File: config.mk
export PLATFORM = sky130hd
export DESIGN_NAME = ota_chop_ctrl_flat
export DESIGN_NICKNAME = d
export VERILOG_FILES = /design/src/rtl/ota_chop_if.sv /design/src/rtl/ota_chop_ctrl.sv /design/src/flat_wrapper.sv
export SDC_FILE = /design/constraint.sdc
export NUM_CORES = 1
export LEC_CHECK = 0
export CAP_MARGIN = 10
export CORE_MARGIN = 2
export CORE_UTILIZATION = 55
export CTS_CLUSTER_SIZE = 20
export DETAILED_ROUTE_END_ITERATION = 12
export PLACE_DENSITY = 0.75
export SYNTH_ARGS = -nofsm -noshare
export SYNTH_HDL_FRONTEND = slang
export SYNTH_SLANG_ARGS = --single-unit
File: constraint.sdc
create_clock -name clk -period 4 [get_ports clk]
set_clock_uncertainty 0.1 [all_clocks]
set_input_delay 0.8 -clock clk [delete_from_list [all_inputs] [get_ports clk]]
set_output_delay 0.8 -clock clk [all_outputs]
set_load 0.1 [all_outputs]
File: src/rtl/ota_chop_if.sv
// Handshake/result bundle between the OTA chopper sequencer and its host.
// master = host side (drives controls, reads status); slave = sequencer side.
interface ota_chop_if #(
    parameter int CNT_W = 8,
    parameter int SET_W = 4
);
    logic             ena;
    logic             start;
    logic             cont;
    logic [CNT_W-1:0] win_len;
    logic [SET_W-1:0] settle;
    logic             cmp_in;
    logic             ota_en;
    logic             chop;
    logic             busy;
    logic             done;
    logic [CNT_W:0]   result;
    logic             decision;

    modport master (
        output ena, start, cont, win_len, settle, cmp_in,
        input  ota_en, chop, busy, done, result, decision
    );

    modport slave (
        input  ena, start, cont, win_len, settle, cmp_in,
        output ota_en, chop, busy, done, result, decision
    );
endinterface

File: src/rtl/ota_chop_ctrl.sv
// Chopper/offset-cancelling measurement sequencer for the OTA comparator.
// Optional feature: define OTA_CHOP_CONT_EN to let DONE restart directly when cont=1.
module ota_chop_ctrl #(
    parameter int CNT_W = 8,
    parameter int SET_W = 4
) (
    input logic        clk,
    input logic        rst_n,
    ota_chop_if.slave  bus
);
    localparam int TMR_W = (CNT_W > SET_W) ? CNT_W : SET_W;

    typedef enum logic [2:0] {
        IDLE,
        SET_P,
        SMP_P,
        SET_N,
        SMP_N,
        DONE
    } state_e;

    state_e             state_q, state_d;
    logic [TMR_W-1:0]   tmr_q, tmr_d;
    logic [CNT_W-1:0]   cnt_p_q, cnt_p_d;
    logic [CNT_W-1:0]   cnt_n_q, cnt_n_d;
    logic [CNT_W-1:0]   win_q, win_d;
    logic [SET_W-1:0]   set_q, set_d;
    logic [CNT_W:0]     result_q, result_d;
    logic               decision_q, decision_d;
    logic               sync1_q, sync1_d;
    logic               sync2_q, sync2_d;
    logic               cmp_sync;

`ifndef OTA_CHOP_CONT_EN
    logic unused_cont;
    assign unused_cont = bus.cont;
`endif

    assign sync1_d  = bus.cmp_in;
    assign sync2_d  = sync1_q;
    assign cmp_sync = sync2_q;

    always_ff @(posedge clk or negedge rst_n) begin
        if (!rst_n) begin
            state_q    <= IDLE;
            tmr_q      <= '0;
            cnt_p_q    <= '0;
            cnt_n_q    <= '0;
            win_q      <= '0;
            set_q      <= '0;
            result_q   <= '0;
            decision_q <= 1'b0;
            sync1_q    <= 1'b0;
            sync2_q    <= 1'b0;
        end else begin
            state_q    <= state_d;
            tmr_q      <= tmr_d;
            cnt_p_q    <= cnt_p_d;
            cnt_n_q    <= cnt_n_d;
            win_q      <= win_d;
            set_q      <= set_d;
            result_q   <= result_d;
            decision_q <= decision_d;
            sync1_q    <= sync1_d;
            sync2_q    <= sync2_d;
        end
    end

    // tmr_q counts down the remaining cycles of the current settle/sample phase.
    always_comb begin
        state_d    = state_q;
        tmr_d      = tmr_q;
        cnt_p_d    = cnt_p_q;
        cnt_n_d    = cnt_n_q;
        win_d      = win_q;
        set_d      = set_q;
        result_d   = result_q;
        decision_d = decision_q;

        if (!bus.ena) begin
            state_d = IDLE;
        end else begin
            case (state_q)
                IDLE: begin
                    if (bus.start && (bus.win_len != '0)) begin
                        win_d   = bus.win_len;
                        set_d   = bus.settle;
                        tmr_d   = TMR_W'(bus.settle);
                        cnt_p_d = '0;
                        cnt_n_d = '0;
                        state_d = SET_P;
                    end
                end
                SET_P: begin
                    if (tmr_q == '0) begin
                        tmr_d   = TMR_W'(win_q) - TMR_W'(1);
                        state_d = SMP_P;
                    end else begin
                        tmr_d = tmr_q - TMR_W'(1);
                    end
                end
                SMP_P: begin
                    if (cmp_sync) begin
                        cnt_p_d = cnt_p_q + CNT_W'(1);
                    end
                    if (tmr_q == '0) begin
                        tmr_d   = TMR_W'(set_q);
                        state_d = SET_N;
                    end else begin
                        tmr_d = tmr_q - TMR_W'(1);
                    end
                end
                SET_N: begin
                    if (tmr_q == '0) begin
                        tmr_d   = TMR_W'(win_q) - TMR_W'(1);
                        state_d = SMP_N;
                    end else begin
                        tmr_d = tmr_q - TMR_W'(1);
                    end
                end
                SMP_N: begin
                    // Swapped inputs: a true positive now reads as 0, so count zeros.
                    if (!cmp_sync) begin
                        cnt_n_d = cnt_n_q + CNT_W'(1);
                    end
                    if (tmr_q == '0) begin
                        result_d   = {1'b0, cnt_p_q} + {1'b0, cnt_n_d};
                        decision_d = (result_d > {1'b0, win_q});
                        state_d    = DONE;
                    end else begin
                        tmr_d = tmr_q - TMR_W'(1);
                    end
                end
                DONE: begin
`ifdef OTA_CHOP_CONT_EN
                    if (bus.cont) begin
                        tmr_d   = TMR_W'(set_q);
                        cnt_p_d = '0;
                        cnt_n_d = '0;
                        state_d = SET_P;
                    end else begin
                        state_d = IDLE;
                    end
`else
                    state_d = IDLE;
`endif
                end
                default: state_d = IDLE;
            endcase
        end
    end

    always_comb begin
        bus.ota_en   = (state_q == SET_P) || (state_q == SMP_P) ||
                       (state_q == SET_N) || (state_q == SMP_N);
        bus.chop     = (state_q == SET_N) || (state_q == SMP_N);
        bus.busy     = (state_q != IDLE);
        bus.done     = (state_q == DONE);
        bus.result   = result_q;
        bus.decision = decision_q;
    end
endmodule

File: src/flat_wrapper.sv
// flat-port wrapper written by rule: the top's interface ports become plain ports
module ota_chop_ctrl_flat 
#(
    parameter int CNT_W = 8,
    parameter int SET_W = 4
)
  (clk, rst_n, bus_ena, bus_start, bus_cont, bus_win_len, bus_settle, bus_cmp_in, bus_ota_en, bus_chop, bus_busy, bus_done, bus_result, bus_decision);
  ota_chop_if #(.CNT_W(CNT_W), .SET_W(SET_W)) bus_i ();
  input logic clk;
  input logic rst_n;
  input wire logic [$bits(bus_i.ena)-1:0] bus_ena;
  input wire logic [$bits(bus_i.start)-1:0] bus_start;
  input wire logic [$bits(bus_i.cont)-1:0] bus_cont;
  input wire logic [$bits(bus_i.win_len)-1:0] bus_win_len;
  input wire logic [$bits(bus_i.settle)-1:0] bus_settle;
  input wire logic [$bits(bus_i.cmp_in)-1:0] bus_cmp_in;
  output wire logic [$bits(bus_i.ota_en)-1:0] bus_ota_en;
  output wire logic [$bits(bus_i.chop)-1:0] bus_chop;
  output wire logic [$bits(bus_i.busy)-1:0] bus_busy;
  output wire logic [$bits(bus_i.done)-1:0] bus_done;
  output wire logic [$bits(bus_i.result)-1:0] bus_result;
  output wire logic [$bits(bus_i.decision)-1:0] bus_decision;
  assign bus_i.ena = bus_ena;
  assign bus_i.start = bus_start;
  assign bus_i.cont = bus_cont;
  assign bus_i.win_len = bus_win_len;
  assign bus_i.settle = bus_settle;
  assign bus_i.cmp_in = bus_cmp_in;
  assign bus_ota_en = bus_i.ota_en;
  assign bus_chop = bus_i.chop;
  assign bus_busy = bus_i.busy;
  assign bus_done = bus_i.done;
  assign bus_result = bus_i.result;
  assign bus_decision = bus_i.decision;
  ota_chop_ctrl #(.CNT_W(CNT_W), .SET_W(SET_W)) u_core (.clk(clk), .rst_n(rst_n), .bus(bus_i));
endmodule
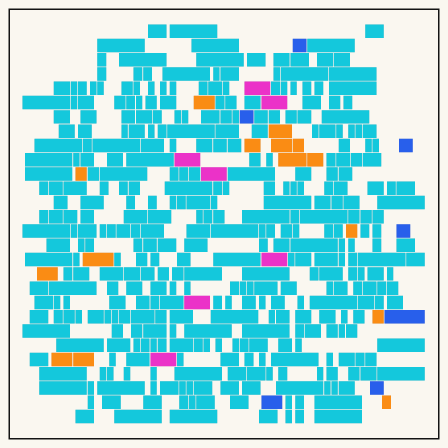
Figure 1: run 1, cells by drive strength.
legend:
  magenta:
    size: _6 and larger
    cells: 7
  cyan:
    size: _0 and _1 cells
    cells: 364
  orange:
    size: _2 cells
    cells: 15
  blue:
    size: _3 and _4 cells
    cells: 7

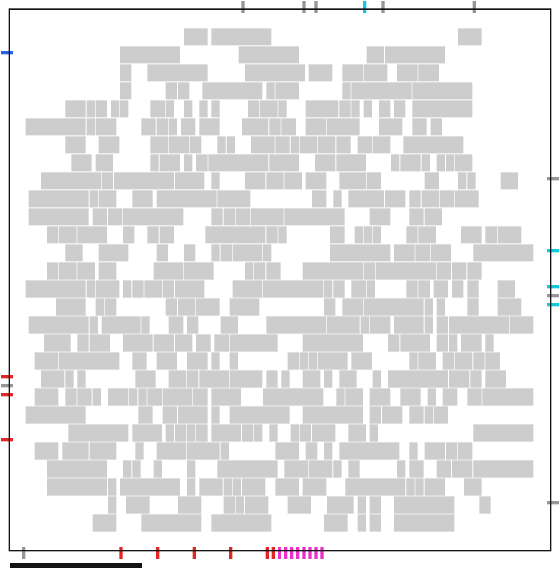
Figure 2: run 1, ports around the boundary.
Bar = 20 um. Pins as bars across the die edge, other pins in grey.
legend:
  blue:
    port: clk
    pins: 1
    direction: input
    edge: west
  cyan:
    port: bus_settle
    pins: 4
    direction: input
    edge: 3 east, 1 north
  magenta:
    port: bus_win_len
    pins: 8
    direction: input
    edge: south
  red:
    port: bus_result
    pins: 9
    direction: output
    edge: 6 south, 3 west
all pins by edge: 15 south, 6 north, 6 east, 5 west

==> GITHUB_STEP_SUMMARY, run 1 <==
### Yosys + OpenROAD results

| Metric | Value |
|---|---|
| # fillers | `486` |
| Highest metal used | `met4` |
| WP data required | `4130 ps` |
| Avg Vias per Cell | `5.915` |
| YS chip area | `3309 um2` |
| CP most frequent cell | `ha_1` |
| GRT busiest layer | `met2` |
| Post-route ant nets | `0` |
| Clk pwr share | `0.258` |
| Tapcells inserted | `75` |
| Unique cell types | `63` |
| Hold depth | `0` |
| DRC | `0` |
| Kind of critical path | `reg2reg` |
| Post-CTS sizing | `0` |
| Syn avg cell area | `9.092 um2` |
| Detailed-route via count | `2768` |
| Ports | `32` |
| Max VDD drop | `164.1 uV` |
| Crit path cell chain | `ha_1 -> nor2b_1 -> nand3_1 -> xnor2_1 -> ha_1 -> and3_1 -> a221o_1 -> o41ai_2 -> xnor2_1 -> ha_1 -> nand4_1 -> nor2_1 -> o31a_1 -> a31oi_1` |
| FP Rows | `28` |
| Final Cycle Share | `0.8891` |
| Main logic family after synthesis | `simple AND/OR/NAND/NOR gates` |
| CTS tree | `yes` |
| Number of flip-flops under the largest register name | `9` |
| Core ar. | `5851 um2` |
| Lkg Pwr | `1.742 nW` |
| Commonest cells in the netlist | `dfrtp_1 (51), nand2_1 (49), o21ai_0 (28)` |
| Met1 Usage GRT | `0.3187` |
| Die ar. | `6654 um2` |
| Maximum clock insertion buffer count | `2` |
| Slowest stage cell, crit path | `dfrtp_1` |
| Cell-internal power | `848.9 uW` |
| Met1 WL | `3394 um` |
| Mi-comb count | `284` |
| Status | `completed` |
| Tool warnings | `29` |
| Biggest area cells | `dfrtp_1 (39%), ha_1 (8.3%), nand2_1 (5.6%)` |
| Final Setup Violations | `0` |
| Flop count | `51` |
| Dominant class by area | `multi-input combinational cells` |
| R2R depth | `14` |
| Hpwl dp | `5583 um` |
| ANT cells | `0` |
| First-pass GRT wire length | `12370 um` |
| Iter 0 DRT Violations | `240` |
| Critical path depth | `14` |
| Place WS | `491.7 ps` |
| Clkbuf count | `8` |
| DP Area | `3632 um2` |
| Routability cong. | `0.8419` |
| Simple Share, Synth | `0.2087` |
| Pre-Repair DR Iteration Count | `4` |
| Most frequent logic cell in the layout | `dfrtp_1` |
| EDFF count, synth | `0` |
| Count leader, synth | `dfrtp_1` |
| Die X | `81.57 um` |
| Nets | `433` |
| Tot Pwr | `1.274 mW` |
| MI comb area | `1892 um2` |
| Asr flop ratio synth | `1.000` |
| FF+latch count, synth | `51` |
| DR WL met2 | `3650 um` |
| Hold EP | `u_core.cmp_sync` |
| Flop-to-flop setup slack | `440 ps` |
| CP startpoint | `u_core.cnt_n_q[0]` |
| Share of cells above drive strength 1 | `0.07379` |
| CTS Buf Count | `5` |
| Signal buffers | `32` |
| Synth mux share | `0.01664` |
| Logic pwr share | `0.253` |
| Total Negative Setup Slacks | `0 ps` |
| Synth Area in Adders | `0.08922` |
| Worst path buffer plus inverter count | `0` |
| RSZ-0062 raised after global routing | `no` |
| Post-synth seq share | `0.3856` |
| Nature of the critical path endpoint | `register` |
| Worst-path clk slew | `90 ps` |
| Initial antenna violation count | `0` |
| Vias in the first global route | `2658` |
| Sequential power | `623 uW` |
| Reg2reg start | `u_core.cnt_n_q[0]` |
| CP Max Fanout | `5` |
| Drt total wl | `7382 um` |
| Yosys cell count | `364` |
| Register area | `1276 um2` |
| GRT Overall Usage | `0.2411` |
| Hold Path Class | `reg2reg` |
| Startpoint class of the critical path | `register` |
| Non-Filler Instances | `468` |
| Post-CTS setup repair buffer count | `0` |
| Design Area, Final | `3732 um2` |
| Switch share | `0.3335` |
| Final Hold Viols | `0` |
| Clk. pwr | `328 uW` |
| Top cell area share | `0.3856` |
| Mapped Cells | `364` |
| Cell Area, Synth | `3309 um2` |
| Hold-fix buffers, CTS | `0` |
| Net switching power | `424.7 uW` |
| Final Core Density | `0.6379` |
| Synthesized Nets | `405` |
| NonClk Buf Share | `0.08113` |
| Largest net degree at the start of global routing | `31` |
| Init Core Util | `0.5657` |
| Complex Gates by Area | `0.2015` |
| PortBufs | `30` |
| Cell Count Post-Placement | `460` |
| Layout area overhead | `12.78%` |
| Total gr overflow | `0` |
| Met3 Wirelength | `270 um` |
| Wirelength per Cell | `15.77 um` |
| Root buffer cell | `clkbuf_8` |
| Max-cap violation count | `0` |
| Final Max Tran Viols | `0` |
| Worst-margin pin slew | `967.5 ps` |
| Sink Count | `51` |
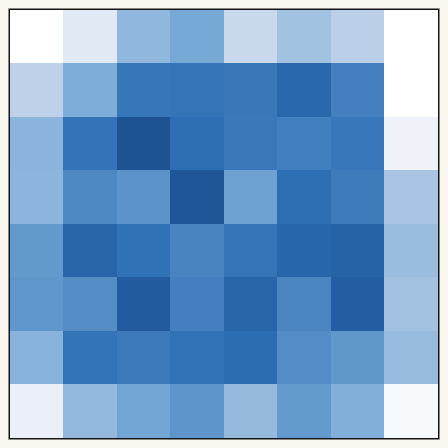
Figure 3: run 1, cell area per tile.
8 x 8 tiles, from white (low) to dark blue (high), 0 to 100% covered.
nearly empty tiles: 4.7%
fullest tile: 86%
densest ninth of the die: centre
tiles over 75% full: 16%
mean over tiles: 55%

--- run 2 (diff from run 1) ---
Settings changed: CTS_BUF_LIST from default to sky130_fd_sc_hd__clkbuf_16, GPL_TIMING_DRIVEN from default to 0, PLACE_DENSITY 0.75 to 0.83.
==> run 2 against run 1 <==
Effect of this change: setup slack got worse by 110 ps; final cell count rose by 2.1%; worst hold slack got worse by 7.0 ps; sequential share of layout area fell by 1.1 points; die size did not move; flip-flop count did not move; routed wire length rose by 6.5%; sequential power barely moved; fmax fell by 3.0%; combinational power rose by 5%; critical path depth rose by 1; clock-buffer cell count fell by 3; largest cell class unchanged; largest power group unchanged; highest routed layer unchanged.
==> GITHUB_STEP_SUMMARY, run 2 <==
### Yosys + OpenROAD results

| Metric | Value |
|---|---|
| Met1 WL | `3375 um (-0.56%)` |
| Yosys cell count | `364 (unchanged)` |
| Clk pwr share | `0.304 (+0.046)` |
| ANT cells | `0 (unchanged)` |
| Initial antenna violation count | `0 (unchanged)` |
| EDFF count, synth | `0 (unchanged)` |
| Unique cell types | `63 (unchanged)` |
| Non-Filler Instances | `478 (+2.1%)` |
| Worst Hold Slack | `249.0 ps` |
| Commonest flop | `dfrtp_1` |
| Met1 Usage GRT | `0.3376 (+0.01889)` |
| DP Area | `3719 um2 (+2.4%)` |
| Dominant class by area | `multi-input combinational cells` |
| Mapped Cells | `364 (unchanged)` |
| Net switching power | `452.1 uW (+6.4%)` |
| Critical path arrival | `3730 ps` |
| Post-CTS sizing | `0 (unchanged)` |
| Clock network area share | `0.03663` |
| End of the critical path | `u_core.bus.decision` |
| Min-delay src | `u_core.sync1_q` |
| Hold Path Class | `reg2reg` |
| Slowest stage cell, crit path | `dfrtp_1` |
| Highest metal used | `met4` |
| DR WL met2 | `3896 um (+6.7%)` |
| Die height | `81.57 um` |
| FF+latch count, synth | `51 (unchanged)` |
| Max-cap violation count | `0 (unchanged)` |
| Largest net degree at the start of global routing | `29 (-6.5%)` |
| Root buffer cell | `clkbuf_16` |
| PortBufs | `30 (unchanged)` |
| Most frequent logic cell in the layout | `dfrtp_1` |
| Flop-to-flop setup slack | `330 ps (-110 ps)` |
| Biggest area cells | `dfrtp_1 (39%), ha_1 (8.3%), nand2_1 (5.6%)` |
| Lkg Pwr | `1.808 nW (+3.7%)` |
| CP peak stage delay | `420 ps` |
| Tool warnings | `29 (unchanged)` |
| Startpoint class of the critical path | `register` |
| Main logic family after synthesis | `simple AND/OR/NAND/NOR gates` |
| Hold depth | `0 (unchanged)` |
| Yosys xor share | `0.05558` |
| Critical path depth | `15 (+1)` |
| Commonest cells in the netlist | `dfrtp_1 (51), nand2_1 (49), o21ai_0 (28)` |
| WP data required | `4070 ps (-60 ps)` |
| CP Max Fanout | `5 (unchanged)` |
| Asr flop ratio synth | `1.000 (unchanged)` |
| Hold-fix buffers, CTS | `0 (unchanged)` |
| Register area | `1276 um2 (unchanged)` |
| Place WS | `423.0 ps (-68.72 ps)` |
| Switch share | `0.3274 (-0.006052)` |
| YS chip area | `3309 um2 (unchanged)` |
| Crit path cell chain | `ha_1 -> nor2b_1 -> nand3_1 -> xnor2_1 -> ha_1 -> and3_1 -> a221o_1 -> nor2_1 -> xnor2_1 -> ha_1 -> nand4_1 -> a21oi_1 -> a211oi_1 -> o31a_1 -> a31oi_1` |
| CTS tree | `yes` |
| Syn avg cell area | `9.092 um2 (unchanged)` |
| Status | `completed` |
| MI comb area | `1892 um2 (unchanged)` |
| Met3 Resource Use GR | `0.03956` |
| Routability cong. | `0.8519 (+1.2%)` |
| Final Setup Violations | `0 (unchanged)` |
| Tot Pwr | `1.381 mW (+8.4%)` |
| First-pass GRT wire length | `13280 um (+7.4%)` |
| Sequential power | `622 uW (about the same)` |
| Simple Share, Synth | `0.2087 (unchanged)` |
| Total Negative Setup Slacks | `0 ps (unchanged)` |
| Die ar. | `6654 um2 (unchanged)` |
| Pre-Repair DR Iteration Count | `5 (+1)` |
| FF-to-FF End | `u_core.bus.decision` |
| Number of flip-flops under the largest register name | `9 (unchanged)` |
| Detailed-route via count | `2913 (+5.2%)` |
| Signal buffers | `42 (+31%)` |
| Worst path buffer plus inverter count | `0 (unchanged)` |
| GRT busiest layer | `met2` |
| Max VDD drop | `225.1 uV (+37%)` |
| Avg Vias per Cell | `6.094 (+3.0%)` |
| Post-route ant nets | `0 (unchanged)` |
| CTS Buf Count | `5 (unchanged)` |
| Synthesized Nets | `405 (unchanged)` |
| Flop count | `51 (unchanged)` |
| Top cell area share | `0.3856 (unchanged)` |
| Complex Gates by Area | `0.2015 (unchanged)` |
| Cell Count Post-Placement | `470 (+2.2%)` |
| Share of cells above drive strength 1 | `0.08437 (+0.01058)` |
| Mi-comb count | `284 (unchanged)` |
| Clk. pwr | `420 uW (+28%)` |
| GRT met2 Usage | `0.4344` |
| Final Cycle Share | `0.9163 (+0.02722)` |
| Ports | `32 (unchanged)` |
| Synth Area in Adders | `0.08922 (unchanged)` |
| R2R depth | `15 (+1)` |
| Wirelength per Cell | `16.44 um (+4.2%)` |
| Fin crit period | `3665 ps` |
| Worst-path clk slew | `70 ps (-20 ps)` |
| H-tree depth | `2` |
| Die X | `81.57 um (unchanged)` |
| Drt total wl | `7860 um (+6.5%)` |
| Iter 0 DRT Violations | `221 (-7.9%)` |
| RSZ-0062 raised after global routing | `no` |
| Kind of critical path | `reg2reg` |
| Final Max Tran Viols | `0 (unchanged)` |
| Nets | `443 (+2.3%)` |
| FP Rows | `28 (unchanged)` |
| Tapcells inserted | `75 (unchanged)` |
| DRC | `0 (unchanged)` |
| Worst-margin pin slew | `976.7 ps (+9.181 ps)` |
| Clkbuf count | `5 (-3)` |
| Sink Count | `51 (unchanged)` |
| Hold EP | `u_core.cmp_sync` |
| Cell-internal power | `928.6 uW (+9.4%)` |
| # fillers | `458 (-5.8%)` |
| Final Hold Viols | `0 (unchanged)` |
| Post-synth seq share | `0.3856 (unchanged)` |
| Combinational Power | `338 uW` |
| Nature of the critical path endpoint | `register` |
| Post-CTS setup repair buffer count | `0 (unchanged)` |
| Flop pwr share | `0.451` |
| CP most frequent cell | `ha_1` |
| Met3 Wirelength | `386 um (+43%)` |
| Reg2reg start | `u_core.cnt_n_q[0]` |
| CP startpoint | `u_core.cnt_n_q[0]` |
| Logic pwr share | `0.245 (-0.008)` |
| Count leader, synth | `dfrtp_1` |
| NonClk Buf Share | `0.1008 (+0.01968)` |
| GRT Overall Usage | `0.2580 (+0.01682)` |
| Synth mux share | `0.01664 (unchanged)` |
| Vias in the first global route | `2838 (+6.8%)` |
| Total gr overflow | `0 (unchanged)` |
| Maximum clock insertion buffer count | `2 (unchanged)` |
| Cell Area, Synth | `3309 um2 (unchanged)` |
| Hpwl dp | `5937 um (+6.4%)` |
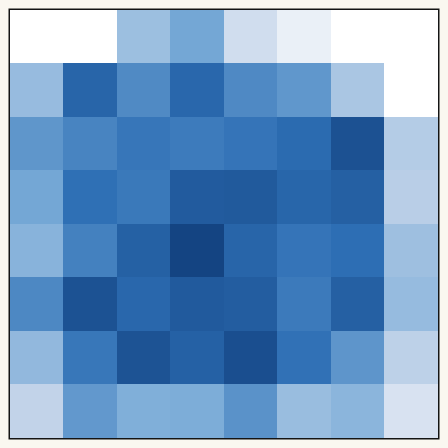
Figure 4: run 2, cell area per tile.
8 x 8 tiles, from white (low) to dark blue (high), 0 to 100% covered.
mean over tiles: 57%
fullest tile: 92%
tiles over 75% full: 31%
Init Core Util: 0.5657
Core ar.: 5851 um2
Final Core Density: 0.6598

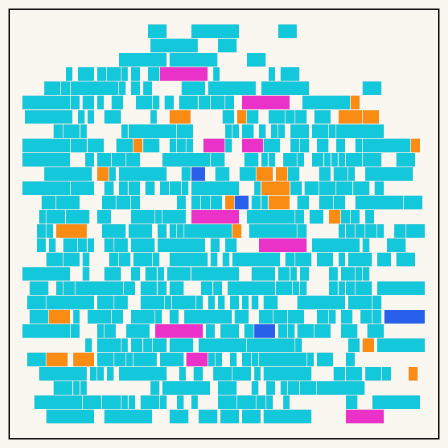
Figure 5: run 2, cells by drive strength.
legend:
  cyan:
    size: _0 and _1 cells
    cells: 369
  magenta:
    size: _6 and larger
    cells: 9
  orange:
    size: _2 cells
    cells: 21
  blue:
    size: _3 and _4 cells
    cells: 4
final worst setup slack: 334.7 ps
Layout area overhead: 16.64%
Design Area, Final: 3860 um2

--- run 3 (diff from run 2) ---
Settings changed: GPL_TIMING_DRIVEN 0 to 1.
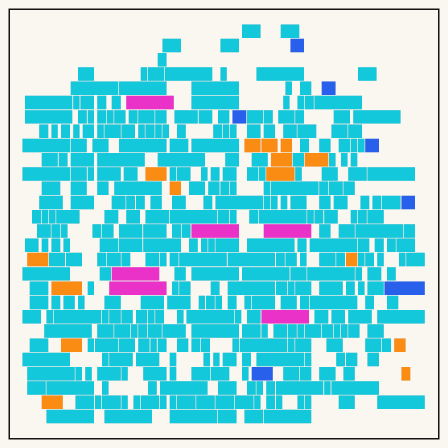
Figure 6: run 3, cells by drive strength.
legend:
  orange:
    size: _2 cells
    cells: 15
  magenta:
    size: _6 and larger
    cells: 6
  cyan:
    size: _0 and _1 cells
    cells: 364
  blue:
    size: _3 and _4 cells
    cells: 7

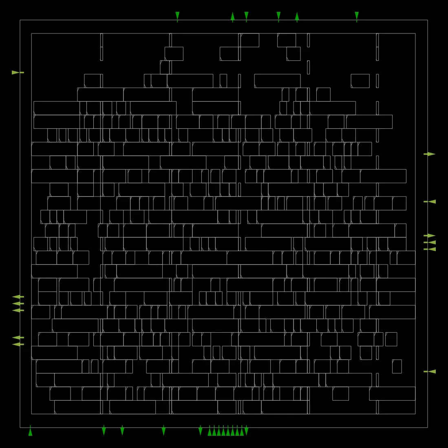
Figure 7: run 3, placement view.
FP Rows: 28
# fillers: 460
flop count: 51
tapcells inserted: 75
Non-Filler Instances: 467

==> run 3 against run 2 <==
Effect of this change: first-iteration DRC count is 15% higher; critical path depth is 1 lower; sequential share of layout area is 0.60 points higher.
==> GITHUB_STEP_SUMMARY, run 3 <==
### Yosys + OpenROAD results

| Metric | Value |
|---|---|
| Status | `completed` |
| Commonest flop | `dfrtp_1` |
| Mapped Cells | `364 (unchanged)` |
| Met3 Resource Use GR | `0.04396 (+0.004396)` |
| Final Hold Viols | `0 (unchanged)` |
| Clkbuf count | `5 (unchanged)` |
| Tot Pwr | `1.420 mW (+2.9%)` |
| Complex Gates by Area | `0.2015 (unchanged)` |
| GRT met2 Usage | `0.4148 (-0.01967)` |
| Final worst setup slack | `425.1 ps (+90.39 ps)` |
| Mi-comb count | `284 (unchanged)` |
| Total Negative Setup Slacks | `0 ps (unchanged)` |
| Fin crit period | `3575 ps (-90.39 ps)` |
| Worst path buffer plus inverter count | `0 (unchanged)` |
| Startpoint class of the critical path | `register` |
| DP Area | `3632 um2 (-2.3%)` |
| Most frequent logic cell in the layout | `dfrtp_1` |
| CP peak stage delay | `440 ps (+20 ps)` |
| WP data required | `4110 ps (+40 ps)` |
| Lkg Pwr | `1.772 nW (-2.0%)` |
| Hold EP | `u_core.cmp_sync` |
| Post-CTS setup repair buffer count | `0 (unchanged)` |
| NonClk Buf Share | `0.07987 (-0.02094)` |
| Hold depth | `0 (unchanged)` |
| Design Area, Final | `3791 um2 (-1.8%)` |
| DR WL met2 | `3794 um (-2.6%)` |
| Synthesized Nets | `405 (unchanged)` |
| GRT Overall Usage | `0.2518 (-0.006140)` |
| Unique cell types | `63 (unchanged)` |
| Routability cong. | `0.8511 (about the same)` |
| Sink Count | `51 (unchanged)` |
| GRT busiest layer | `met2` |
| Cell-internal power | `981.4 uW (+5.7%)` |
| Die height | `81.57 um (unchanged)` |
| Slowest stage cell, crit path | `dfrtp_1` |
| Hpwl dp | `5678 um (-4.4%)` |
| Final Max Tran Viols | `0 (unchanged)` |
| Initial antenna violation count | `0 (unchanged)` |
| Met1 Usage GRT | `0.3310 (-0.006582)` |
| First-pass GRT wire length | `12890 um (-3.0%)` |
| Kind of critical path | `reg2reg` |
| Min-delay src | `u_core.sync1_q` |
| CTS Buf Count | `5 (unchanged)` |
| Iter 0 DRT Violations | `254 (+15%)` |
| Die X | `81.57 um (unchanged)` |
| Biggest area cells | `dfrtp_1 (39%), ha_1 (8.3%), nand2_1 (5.6%)` |
| EDFF count, synth | `0 (unchanged)` |
| Nets | `433 (-2.3%)` |
| Clk pwr share | `0.333 (+0.029)` |
| Share of cells above drive strength 1 | `0.07143 (-0.01294)` |
| Synth mux share | `0.01664 (unchanged)` |
| Wirelength per Cell | `16.42 um (-0.14%)` |
| Vias in the first global route | `2749 (-3.1%)` |
| Commonest cells in the netlist | `dfrtp_1 (51), nand2_1 (49), o21ai_0 (28)` |
| Simple Share, Synth | `0.2087 (unchanged)` |
| FF-to-FF End | `u_core.bus.decision` |
| Post-synth seq share | `0.3856 (unchanged)` |
| Number of flip-flops under the largest register name | `9 (unchanged)` |
| Yosys warns | `0` |
| Main logic family after synthesis | `simple AND/OR/NAND/NOR gates` |
| Init Core Util | `0.5657 (unchanged)` |
| Critical path depth | `14 (-1)` |
| Cell Area, Synth | `3309 um2 (unchanged)` |
| Net switching power | `438.6 uW (-3.0%)` |
| Place WS | `486.5 ps (+63.46 ps)` |
| Pwr dens | `374.6 nW/um2` |
| FF+latch count, synth | `51 (unchanged)` |
| YS chip area | `3309 um2 (unchanged)` |
| Inverters | `18` |
| Delay-heaviest family, CP | `AND-OR/OR-AND gates` |
| Core ar. | `5851 um2 (unchanged)` |
| CTS tree | `yes` |
| Count leader, synth | `dfrtp_1` |
| Avg Vias per Cell | `6.013 (-1.3%)` |
| Yosys xor share | `0.05558 (unchanged)` |
| Maximum clock insertion buffer count | `2 (unchanged)` |
| Syn avg cell area | `9.092 um2 (unchanged)` |
| MI comb area | `1892 um2 (unchanged)` |
| Worst Hold Slack | `251.5 ps (+2.524 ps)` |
| Layout area overhead | `14.56%` |
| Critical path arrival | `3680 ps (-50 ps)` |
| CP most frequent cell | `ha_1` |
| Pre-Repair DR Iteration Count | `4 (-1)` |
| Asr flop ratio synth | `1.000 (unchanged)` |
| Worst-margin pin slew | `985.2 ps (+8.566 ps)` |
| Max VDD drop | `245.9 uV (+9.2%)` |
| CP Max Fanout | `5 (unchanged)` |
| DRC | `0 (unchanged)` |
| Total gr overflow | `0 (unchanged)` |
| Sequential power | `623 uW (about the same)` |
| Most instantiated logic cells after routing | `dfrtp_1 (51), nand2_1 (49), o21ai_0 (28)` |
| Die ar. | `6654 um2 (unchanged)` |
| Combinational Power | `325 uW (-4%)` |
| Clock network area share | `0.04191 (+0.005285)` |
| Root buffer cell | `clkbuf_16` |
| Yosys cell count | `364 (unchanged)` |
| Detailed-route via count | `2808 (-3.6%)` |
| H-tree depth | `2 (unchanged)` |
| Crit path cell chain | `ha_1 -> nor2b_1 -> nand3_1 -> xnor2_1 -> ha_1 -> and3_1 -> a221o_1 -> o41ai_2 -> xnor2_1 -> ha_1 -> nand4_1 -> nor2_1 -> o31a_1 -> a31oi_1` |
| Cell Count Post-Placement | `460 (-2.1%)` |
| R2R depth | `14 (-1)` |
| Drt total wl | `7668 um (-2.4%)` |
| Clk. pwr | `472 uW (+12%)` |
| Met1 WL | `3393 um (+0.53%)` |
| ANT cells | `0 (unchanged)` |
| End of the critical path | `u_core.bus.decision` |
| Tool warnings | `29 (unchanged)` |
| Ports | `32 (unchanged)` |
| RSZ-0062 raised after global routing | `no` |
| Dominant class by area | `multi-input combinational cells` |
| Signal buffers | `32 (-24%)` |
| Largest net degree at the start of global routing | `30 (+3.4%)` |
| Hold-fix buffers, CTS | `0 (unchanged)` |
| Flop pwr share | `0.439 (-0.012)` |
| Worst-path clk slew | `70 ps (about the same)` |
| Post-CTS sizing | `0 (unchanged)` |
| Flop-to-flop setup slack | `430 ps (+90 ps)` |
| Logic pwr share | `0.229 (-0.016)` |
| Final Setup Violations | `0 (unchanged)` |
| Hold Path Class | `reg2reg` |
| Synth Area in Adders | `0.08922 (unchanged)` |
| PortBufs | `30 (unchanged)` |
| Final Core Density | `0.6480 (-0.01176)` |
| CP startpoint | `u_core.cnt_n_q[0]` |
| Final Cycle Share | `0.8937 (-0.02260)` |
| Max-cap violation count | `0 (unchanged)` |
| Reg2reg start | `u_core.cnt_n_q[0]` |
| Highest metal used | `met4` |
| Post-route ant nets | `0 (unchanged)` |
| Met3 Wirelength | `318 um (-18%)` |
| Switch share | `0.3089 (-0.01854)` |
| Register area | `1276 um2 (unchanged)` |
| Nature of the critical path endpoint | `register` |
| Top cell area share | `0.3856 (unchanged)` |
Power is estimated from default activity; no workload was simulated.
